==> config.mk <==
export PLATFORM = sky130hd
export DESIGN_NAME = multi_compare_unit
export DESIGN_NICKNAME = d
export VERILOG_FILES = /design/src/rtl/pwm_compare_pkg.sv /design/src/rtl/compare_channel.sv /design/src/rtl/multi_compare_unit.sv
export SDC_FILE = /design/constraint.sdc
export NUM_CORES = 1
export LEC_CHECK = 0
export CORE_ASPECT_RATIO = 0.9
export CORE_UTILIZATION = 61
export DETAILED_ROUTE_END_ITERATION = 10
export PLACE_DENSITY = 0.84
export SYNTH_ARGS = -nofsm -noshare
export SYNTH_HDL_FRONTEND = slang
export SYNTH_SLANG_ARGS = --single-unit
==> constraint.sdc <==
create_clock -name clock -period 2.5 [get_ports clock]
set_input_delay 0.25 -clock clock [delete_from_list [all_inputs] [get_ports clock]]
set_output_delay 0.25 -clock clock [all_outputs]
set_load 0.01 [all_outputs]
==> src/rtl/pwm_compare_pkg.sv <==
// pwm_compare_pkg
// Shared definitions for the PWM compare block: reload-mode encodings,
// comparator polarity and the register-map offsets. The broadcast and mode
// registers sit directly above the per-channel low/high banks. Their
// addresses depend on the channel count, so helper functions derive them.
package pwm_compare_pkg;

  // Shadow-to-working transfer policy
  typedef enum logic [1:0] {
    RELOAD_ON_EVENT  = 2'd0,  // transfer on reload_compare when pending
    RELOAD_IMMEDIATE = 2'd1,  // writes land in shadow and working together
    RELOAD_HOLD      = 2'd2,  // writes stay in shadow, no transfer
    RELOAD_EVENT_ALT = 2'd3   // reserved encoding, behaves as on-event
  } reload_mode_e;

  // Comparator direction for one channel
  typedef enum logic {
    CMP_BELOW = 1'b0,  // match when counter < compare value
    CMP_ABOVE = 1'b1   // match when counter > compare value
  } cmp_polarity_e;

  // Offsets of the control registers relative to the end of the two banks (2*N)
  localparam int unsigned BCAST_LOW_OFFSET  = 32'd0;
  localparam int unsigned BCAST_HIGH_OFFSET = 32'd1;
  localparam int unsigned MODE_OFFSET       = 32'd2;

  // First address of the high bank
  function automatic int unsigned high_base_addr(input int unsigned n_ch);
    return n_ch;
  endfunction

  // Broadcast-to-all-low address
  function automatic int unsigned bcast_low_addr(input int unsigned n_ch);
    return 32'd2 * n_ch + BCAST_LOW_OFFSET;
  endfunction

  // Broadcast-to-all-high address
  function automatic int unsigned bcast_high_addr(input int unsigned n_ch);
    return 32'd2 * n_ch + BCAST_HIGH_OFFSET;
  endfunction

  // Reload-mode register address
  function automatic int unsigned mode_addr(input int unsigned n_ch);
    return 32'd2 * n_ch + MODE_OFFSET;
  endfunction

  // Modes that transfer on the period-boundary strobe
  function automatic logic is_event_mode(input reload_mode_e mode);
    return (mode == RELOAD_ON_EVENT) || (mode == RELOAD_EVENT_ALT);
  endfunction

endpackage

==> src/rtl/compare_channel.sv <==
// compare_channel
// One compare register: a shadow/working pair plus a registered comparator.
// A low-threshold channel uses POLARITY = CMP_BELOW and resets to 0. A
// high-threshold channel uses CMP_ABOVE and resets to all-ones. With those
// reset values neither channel matches anywhere in the counter range.
//
// Ports
//   clock          rising-edge clock
//   reset          synchronous, active-low reset
//   shadow_we      load data_in into the shadow register
//   working_we     load data_in into the working register (write-through)
//   transfer       copy the shadow register into the working register
//   data_in        write data
//   counter_value  carrier count being compared
//   match          registered compare result against the working register
module compare_channel
  import pwm_compare_pkg::*;
#(
  parameter int unsigned   WIDTH    = 16,
  parameter cmp_polarity_e POLARITY = CMP_BELOW
) (
  input  logic             clock,
  input  logic             reset,
  input  logic             shadow_we,
  input  logic             working_we,
  input  logic             transfer,
  input  logic [WIDTH-1:0] data_in,
  input  logic [WIDTH-1:0] counter_value,
  output logic             match
);

  localparam logic [WIDTH-1:0] RESET_VALUE =
    (POLARITY == CMP_ABOVE) ? {WIDTH{1'b1}} : {WIDTH{1'b0}};

  logic [WIDTH-1:0] shadow_r;
  logic [WIDTH-1:0] working_r;
  logic             match_r;
  logic [WIDTH-1:0] shadow_next_s;
  logic [WIDTH-1:0] working_next_s;
  logic             hit_s;

  // Next-state selection for shadow and working, plus the raw compare
  always_comb begin
    shadow_next_s  = shadow_r;
    working_next_s = working_r;
    hit_s          = 1'b0;

    if (shadow_we) begin
      shadow_next_s = data_in;
    end else begin
      shadow_next_s = shadow_r;
    end

    // The transfer uses the pre-write shadow, so a write in the same cycle
    // only lands in the shadow and stays there for the next transfer.
    if (working_we) begin
      working_next_s = data_in;
    end else if (transfer) begin
      working_next_s = shadow_r;
    end else begin
      working_next_s = working_r;
    end

    if (POLARITY == CMP_ABOVE) begin
      hit_s = (counter_value > working_r);
    end else begin
      hit_s = (counter_value < working_r);
    end
  end

  // Register state and the compare output
  always_ff @(posedge clock) begin
    if (!reset) begin
      shadow_r  <= RESET_VALUE;
      working_r <= RESET_VALUE;
      match_r   <= 1'b0;
    end else begin
      shadow_r  <= shadow_next_s;
      working_r <= working_next_s;
      match_r   <= hit_s;
    end
  end

  assign match = match_r;

endmodule

==> src/rtl/multi_compare_unit.sv <==
// multi_compare_unit
// A bank of N_CHANNELS low/high compare pairs for a PWM carrier. Each
// register is double-buffered as a shadow and a working copy. A mode
// register decides when shadow contents reach the working copies:
// immediately, on the period strobe, or never. While the counter is halted,
// every compare write goes straight through to the working register.
//
// Ports
//   clock            rising-edge clock
//   reset            synchronous, active-low reset
//   counter_value    PWM carrier count
//   counter_stopped  high while the carrier counter is halted
//   we               write strobe
//   address          register select
//   data_in          write data
//   reload_compare   period-boundary strobe from the counter
//   match_low        bit i = counter_value < low[i], registered
//   match_high       bit i = counter_value > high[i], registered
//   reload_pending   a shadow write is waiting for transfer
//   reload_done      one-cycle pulse after a shadow-to-working transfer
module multi_compare_unit
  import pwm_compare_pkg::*;
#(
  parameter  int unsigned COUNTER_WIDTH = 16,
  parameter  int unsigned N_CHANNELS    = 3,
  localparam int unsigned ADDR_WIDTH    = $clog2(2 * N_CHANNELS + 3)
) (
  input  logic                     clock,
  input  logic                     reset,
  input  logic [COUNTER_WIDTH-1:0] counter_value,
  input  logic                     counter_stopped,
  input  logic                     we,
  input  logic [ADDR_WIDTH-1:0]    address,
  input  logic [COUNTER_WIDTH-1:0] data_in,
  input  logic                     reload_compare,
  output logic [N_CHANNELS-1:0]    match_low,
  output logic [N_CHANNELS-1:0]    match_high,
  output logic                     reload_pending,
  output logic                     reload_done
);

  localparam logic [ADDR_WIDTH-1:0] ADDR_BCAST_LOW  = ADDR_WIDTH'(bcast_low_addr(N_CHANNELS));
  localparam logic [ADDR_WIDTH-1:0] ADDR_BCAST_HIGH = ADDR_WIDTH'(bcast_high_addr(N_CHANNELS));
  localparam logic [ADDR_WIDTH-1:0] ADDR_MODE       = ADDR_WIDTH'(mode_addr(N_CHANNELS));

  reload_mode_e          reload_mode_r;
  logic                  reload_pending_r;
  logic                  reload_done_r;

  logic [N_CHANNELS-1:0] low_sel_s;
  logic [N_CHANNELS-1:0] high_sel_s;
  logic                  compare_write_s;
  logic                  mode_write_s;
  logic                  write_through_s;
  logic                  shadow_only_write_s;
  logic                  transfer_s;
  logic                  pending_next_s;
  reload_mode_e          mode_next_s;

  // Address decode: per-channel selects, including the broadcast addresses
  always_comb begin
    low_sel_s  = {N_CHANNELS{1'b0}};
    high_sel_s = {N_CHANNELS{1'b0}};
    for (int i = 0; i < int'(N_CHANNELS); i++) begin
      low_sel_s[i]  = we && ((address == ADDR_WIDTH'(i)) ||
                             (address == ADDR_BCAST_LOW));
      high_sel_s[i] = we && ((address == ADDR_WIDTH'(high_base_addr(N_CHANNELS) + i)) ||
                             (address == ADDR_BCAST_HIGH));
    end
  end

  // Write classification and the transfer condition
  always_comb begin
    compare_write_s     = (|low_sel_s) || (|high_sel_s);
    mode_write_s        = we && (address == ADDR_MODE);
    // A halted counter or immediate mode writes straight to the working copy.
    write_through_s     = counter_stopped || (reload_mode_r == RELOAD_IMMEDIATE);
    shadow_only_write_s = compare_write_s && !write_through_s;
    transfer_s          = reload_compare && reload_pending_r && !counter_stopped &&
                          is_event_mode(reload_mode_r);
  end

  // Next pending flag and next reload mode
  always_comb begin
    pending_next_s = reload_pending_r;
    mode_next_s    = reload_mode_r;

    // A write that coincides with a transfer lands in the shadow after the
    // copy, so the shadow again differs and pending stays set.
    if (transfer_s) begin
      pending_next_s = shadow_only_write_s;
    end else if (shadow_only_write_s) begin
      pending_next_s = 1'b1;
    end else begin
      pending_next_s = reload_pending_r;
    end

    if (mode_write_s) begin
      case (data_in[1:0])
        2'd0:    mode_next_s = RELOAD_ON_EVENT;
        2'd1:    mode_next_s = RELOAD_IMMEDIATE;
        2'd2:    mode_next_s = RELOAD_HOLD;
        2'd3:    mode_next_s = RELOAD_EVENT_ALT;
        default: mode_next_s = RELOAD_ON_EVENT;
      endcase
    end else begin
      mode_next_s = reload_mode_r;
    end
  end

  // Control state: reload mode, pending flag and transfer-done pulse
  always_ff @(posedge clock) begin
    if (!reset) begin
      reload_mode_r    <= RELOAD_ON_EVENT;
      reload_pending_r <= 1'b0;
      reload_done_r    <= 1'b0;
    end else begin
      reload_mode_r    <= mode_next_s;
      reload_pending_r <= pending_next_s;
      reload_done_r    <= transfer_s;
    end
  end

  for (genvar g = 0; g < int'(N_CHANNELS); g++) begin : gen_channel
    compare_channel #(
      .WIDTH    (COUNTER_WIDTH),
      .POLARITY (CMP_BELOW)
    ) u_low (
      .clock         (clock),
      .reset         (reset),
      .shadow_we     (low_sel_s[g]),
      .working_we    (low_sel_s[g] && write_through_s),
      .transfer      (transfer_s),
      .data_in       (data_in),
      .counter_value (counter_value),
      .match         (match_low[g])
    );

    compare_channel #(
      .WIDTH    (COUNTER_WIDTH),
      .POLARITY (CMP_ABOVE)
    ) u_high (
      .clock         (clock),
      .reset         (reset),
      .shadow_we     (high_sel_s[g]),
      .working_we    (high_sel_s[g] && write_through_s),
      .transfer      (transfer_s),
      .data_in       (data_in),
      .counter_value (counter_value),
      .match         (match_high[g])
    );
  end

  assign reload_pending = reload_pending_r;
  assign reload_done    = reload_done_r;

endmodule

### M1 wires, run 1

The bar under the picture is 50 um long. Supply wires on this layer in grey.
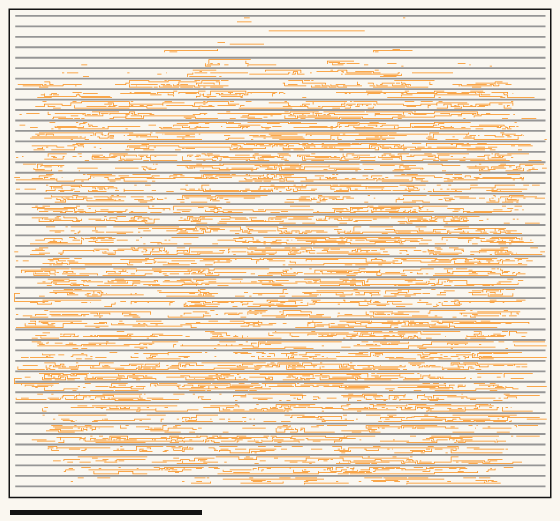
share of all routed wire	44%
main direction	horizontal
longest straight run	72.2 um
wire length on this layer	11,400 um
nets with wire on the layer	1,306
final wirelength: 26,100 um
met1 usage: 0.383
DR vias: 8,936

### Met2 routing, run 1

The bar under the picture is 50 um long.
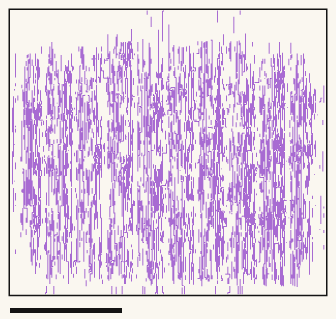
share of all routed wire	48%
longest straight run	47.6 um
main direction	vertical
M2 GR Usage: 0.517

### The metal 3 layer, run 1

Cells faint in the background.
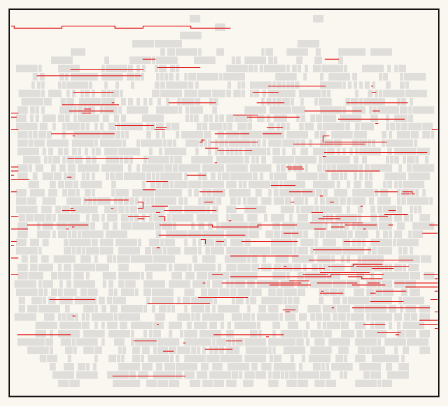
wire length on this layer	1,520 um
longest straight run	34.0 um
share of all routed wire	5.8%
met3 Resource Use GR: 0.0344

==> job_summary.md, run 1 <==
## Implementation flow summary

| Metric | Value |
|---|---|
| Status | `finished, final reports clean` |
| WHS | `0.154 ns` |
| Fillers | `1,332` |
| Critical Path AT | `2.40 ns` |
| Post-synth regs | `202` |
| Worst stage delay on the critical path | `0.49 ns` |
| Post-Synth AOI/OAI Area | `0.196` |
| # IOs | `49` |
| Unrepaired setup endpoints after global routing | `no` |
| Clock Power | `2880 uW` |
| VDD IR-drop max | `approximately 0.00071 V` |
| CP Capture Type | `register` |
| Cell depth of the worst setup path | `7` |
| Internal power | `5270 uW` |
| Comb area share | `0.486` |
| Hold Path Stages | `2` |
| Hold Buf Count CTS | `0` |
| Initial antenna violation count | `0` |
| Clock network share of area | `0.0526` |
| Pwr Density | `slightly above 600 nW/um^2` |
| Critical Path Start | `reload_mode_r[1]$_SDFFE_PN0P_` |
| Crit path buffers/inverters | `2` |
| Reg clk slew, reported paths | `approximately 0.060 ns` |
| Yosys top cell area share | `0.384` |
| Share of power burned in registers | `0.478` |
| Seq/total area | `0.347` |
| Core Region | `16,900 um^2` |
| Die footprint | `17,800 um^2` |
| Yosys top cell by instances | `nand2_1` |
| LEAKAGE | `0.00558 uW` |
| Synth Area per Inst | `8.29 um^2` |
| Dominant comb cell | `AND-OR/OR-AND gates` |
| Routed Antenna Nets | `0` |
| Setup slack, reg-to-reg | `0.53 ns` |
| Setup Buffers After CTS | `0` |
| Comb_multi_in | `about 870` |
| Min Clock Period, post-route | `1.97 ns` |
| Port Buffers | `48` |
-- run 1: state kept, by name (all words and copies together), names as in the netlist --
name,cells
gen_channel.u_low.shadow_r,48
gen_channel.u_low.match,3
reload_mode_r,2
gen_channel.u_low.working_r,48
gen_channel.u_high.match,3
gen_channel.u_high.working_r,48
gen_channel.u_high.shadow_r,48
reload_done,1
reload_pending,1
-- run 1: per-stage QoR --
step	setup WS, ns	util
floorplan	0.685	-
global placement	0.352	0.653
detailed placement	0.290	0.653
CTS	0.549	0.689
global route	0.450	0.689
finish	0.531	0.689
-- run 1: worst register-to-register path, stage by stage (launching register included) --
cell and delay, ns:
dfxtp_1 0.34, inv_1 0.05, ha_1 0.29, and4b_4 0.49, buf_12 0.32, nand2_1 0.12, o211ai_1 0.11, o211a_1 0.18
### Congestion heat map, run 1

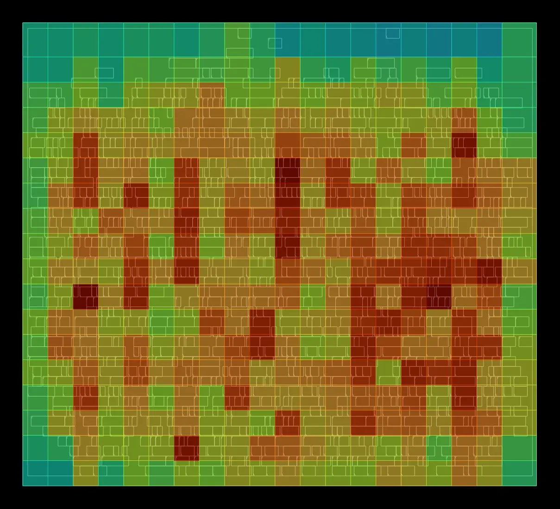

==> run 2: changes to the inputs <==
- clock period: 2.5 -> 1.85 ns (I/O delays scaled with it)
### Congestion heat map, run 2

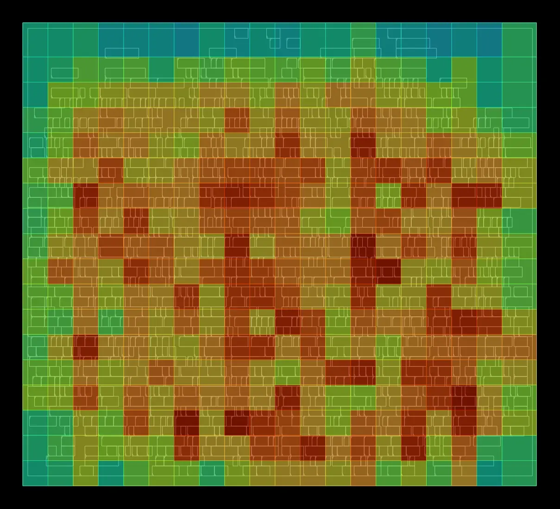
Util after Layout: 0.729
M2 GR Usage: 0.519

==> run 2 against run 1 <==
  * Sequential share of layout area decreased by 1.9 points
  * First-iteration DRC count increased by 13%
  * Sequential power increased by 35%
  * Via count increased by 2.3%
  * Routed wire length increased by 2.1%
  * Cell count increased by 3.2%
  * Non-clock buffer count increased by 43
  * Critical path type unchanged
==> job_summary.md, run 2 <==
## Implementation flow summary

| Metric | Value |
|---|---|
| Status | `finished, final reports clean (unchanged)` |
| Internal power | `7920 uW (was 5270 uW)` |
| WHS | `0.468 ns (was 0.154 ns)` |
| Fin nets | `1,442 (was 1,398)` |
| Cell depth of the worst setup path | `8 (was 7)` |
| Critical Path AT | `2.23 ns (was 2.40 ns)` |
| Port Buffers | `48 (unchanged)` |
| Reg clk slew, reported paths | `0.06 ns (about the same)` |
| Worst stage delay on the critical path | `0.33 ns (was 0.49 ns)` |
| Hold Buf Count CTS | `1 (was 0)` |
| Min Clock Period, post-route | `1.78 ns (was 1.97 ns)` |
| Most common library cells after synthesis | `304 x nand2_1, 202 x dfxtp_1, 95 x inv_1 (unchanged)` |
| Yosys top cell area share | `0.384 (unchanged)` |
| CP max FO | `31 (was 57)` |
| Pwr Density | `848 nW/um^2 (was 604 nW/um^2)` |
| Post-synth regs | `202 (unchanged)` |
| GRT Max-Usage Layer | `met2 (unchanged)` |
| Unrepaired setup endpoints after global routing | `no (unchanged)` |
| Most numerous cell on the critical path | `buf_12` |
| LEAKAGE | `0.00594 uW (was 0.00558 uW)` |
| Setup slack, reg-to-reg | `0.07 ns (was 0.53 ns)` |
| Crit path buffers/inverters | `3 (was 2)` |
| Yosys top cell by instances | `nand2_1 (unchanged)` |
| Core Region | `16,900 um^2 (unchanged)` |
| Met3 Resource Use GR | `0.0430 (was 0.0344)` |
| Hold Path Stages | `2 (unchanged)` |
| Synth Area per Inst | `8.29 um^2 (unchanged)` |
| Setup slack at placement | `-0.168 ns (was 0.290 ns)` |
| Routed Antenna Nets | `0 (unchanged)` |
| # IOs | `49 (unchanged)` |
| VDD IR-drop max | `0.000566 V (was 0.000706 V)` |
| DIE HEIGHT | `127 um (unchanged)` |
| Routed len/inst | `17.4 um (was 17.5 um)` |
| Tot Pwr | `10,400 uW (was 7030 uW)` |
| Setup ws final | `0.0745 ns (was 0.531 ns)` |
| Initial antenna violation count | `0 (unchanged)` |
| Clock Power | `4750 uW (was 2880 uW)` |
| Cells after Synth | `1,271 (unchanged)` |
| Setup Buffers After CTS | `0 (unchanged)` |
| Share of power burned in registers | `0.434 (was 0.478)` |
| CP Capture Type | `register (unchanged)` |
### M1 wires, run 2

The bar under the picture is 50 um long. Supply wires on this layer in grey.
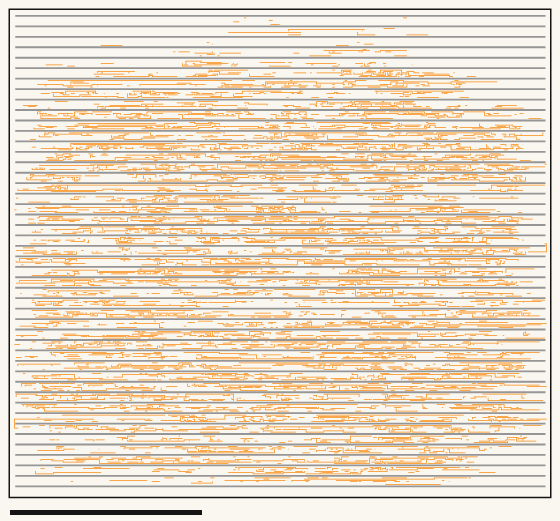
longest straight run	47.8 um
nets with wire on the layer	1,356
wire length on this layer	11,600 um
final wirelength: 26,600 um
DR vias: 9,143
met1 usage: 0.391

## run 2: cell types whose count changed in the layout (fill, tap and decap cells not counted), sizes merged
cell,change
bufinv,+3
inv,+1
buf,+42
clkinv,-1
dlygate4sd3,+1
clkinvlp,+1
## run 2: final cells by class
class,count,area [um^2]
Fill cell,1249,4570
Sequential cell,202,4040
Clock inverter,7,116
Tap cell,211,264
Timing Repair Buffer,113,1210
Multi-Input combinational cell,873,5660
Inverter,95,357
Clock buffer,32,669
## run 2: cell families (layout without fill, tap and decap cells)
group                      after synthesis  after routing  share of synthesized area
muxes                                   34             34                     0.0323
AOI/OAI and AO/OA                      285            285                      0.196
and+or+nand+nor                        458            458                      0.195
xor gates and xnor gates                 2              2                    0.00166
adders and majority gates               94             94                      0.112
buffers and inverters                  196            247                     0.0795
DFF                                    202            202                      0.384
### Signal wires on met4, run 2

The bar under the picture is 50 um long. Supply wires on this layer in grey.
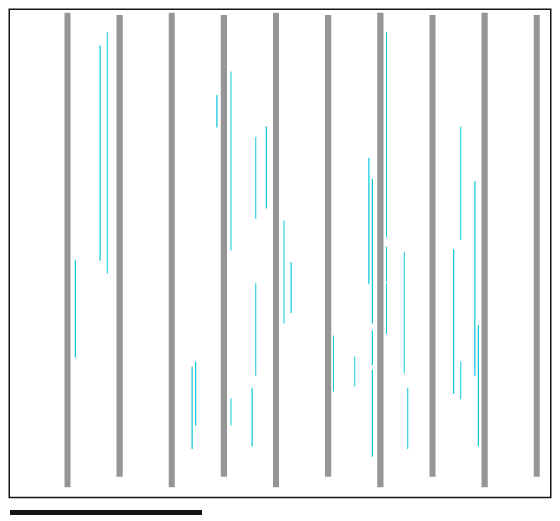

==> run 3: changes to the inputs <==
- ABC_AREA: default -> 1
- TNS_END_PERCENT: default -> 50
### Signal wires on met4, run 3

The bar under the picture is 50 um long. Supply wires on this layer in grey.
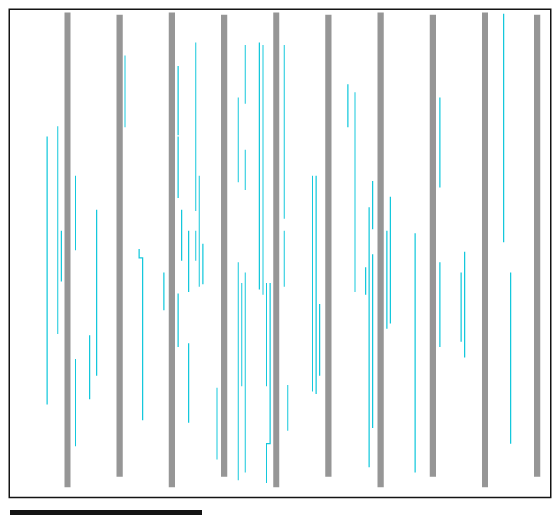
nets with wire on the layer	40
wire length on this layer	1,610 um
longest straight run	69.4 um

### The metal 3 layer, run 3

Cells faint in the background.
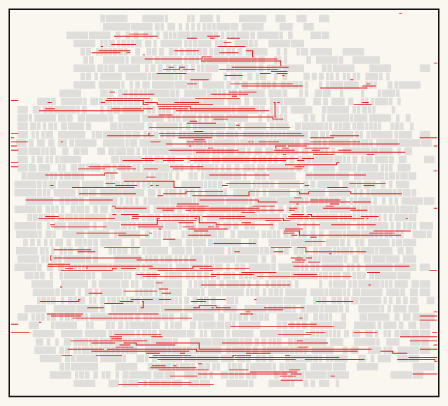
share of all routed wire	12%
longest straight run	76.4 um
nets with wire on the layer	198
met3 Resource Use GR: 0.0785
DR vias: 10,600
final wirelength: 31,800 um

==> run 3 against run 2 <==
  * Combinational power is about 10% higher
  * Global-route usage is 6.2 points higher
  * First-iteration DRC count is 75% higher
==> job_summary.md, run 3 <==
## Implementation flow summary

| Metric | Value |
|---|---|
| Status | `finished, final reports clean (unchanged)` |
| Hold Path Stages | `3 (was 2)` |
| Synth Area per Inst | `7.21 um^2 (was 8.29 um^2)` |
| CP max FO | `16 (was 31)` |
| DIE HEIGHT | `127 um (about the same)` |
| Cell depth of the worst setup path | `9 (was 8)` |
| Routed Antenna Nets | `0 (unchanged)` |
| Yosys top cell area share | `0.384 (about the same)` |
| Yosys top cell by instances | `nand2_1 (unchanged)` |
| Multiplexer share | `0 (was 0.0323)` |
| Routed len/inst | `17.9 um (was 17.4 um)` |
| Min Clock Period, post-route | `1.76 ns (was 1.78 ns)` |
| M2 GR Usage | `0.560 (was 0.519)` |
| Post-Synth AOI/OAI Area | `0.191 (was 0.196)` |
| Comb_multi_in | `1,001 (was 873)` |
| Setup ws final | `0.0854 ns (was 0.0745 ns)` |
| Most numerous cell on the critical path | `buf_12 (unchanged)` |
| Tot Pwr | `10,400 uW (about the same)` |
| Setup slack at placement | `-0.211 ns (was -0.168 ns)` |
| Tap cells | `211 (unchanged)` |
| Setup slack, reg-to-reg | `0.09 ns (was 0.07 ns)` |
| Fin nets | `1,680 (was 1,442)` |
| Crit path buffers/inverters | `4 (was 3)` |
| Comb area share | `0.432 (was 0.459)` |
| Synth Area in Adders | `0.112 (about the same)` |
| Cells after Synth | `1,458 (was 1,271)` |
| CP Capture Type | `register (unchanged)` |
| Clock network share of area | `0.0585 (was 0.0638)` |
| Initial antenna violation count | `0 (unchanged)` |
| FF+latch area | `4040 um^2 (unchanged)` |
| Xor/xnor share | `0 (was 0.00166)` |
| Critical Path Start | `reload_mode_r[1]$_SDFFE_PN0P_ (unchanged)` |
| Port Buffers | `48 (unchanged)` |
| VDD IR-drop max | `0.000842 V (was 0.000566 V)` |
| Unrepaired setup endpoints after global routing | `no (unchanged)` |
| Flop count | `202 (unchanged)` |
| Number of signal-net buffers in the layout | `154 (was 113)` |
| Multi-input combinational cell area | `5460 um^2 (was 5660 um^2)` |
==> run 3: power groups by stage <==
stage / sequential (uW) / combinational (uW) / clock (uW)
after global routing: 4580 / 1450 / 4700
after detailed placement: 4660 / 1270 / 0
after floorplan: 4640 / 709 / 0
after global placement: 4660 / 1230 / 0
final: 4570 / 1320 / 4500
after CTS: 4570 / 1290 / 4500
==> run 3: through the flow <==
step	instance area (um^2)	util
after floorplan	10500	-
after global placement	11900	0.702
after detailed placement	11900	0.702
after CTS	12600	0.746
after global routing	12600	0.747
final	12600	0.747
==> run 3: repair_timing <==
action | CTS | global route
hold buffers | 0 | 0
gates resized | 2 | 7
setup buffers | 0 | 1
endpoints found under the setup margin | 2 | 10
pin swaps | 0 | 1
Power is estimated from default activity; no workload was simulated.
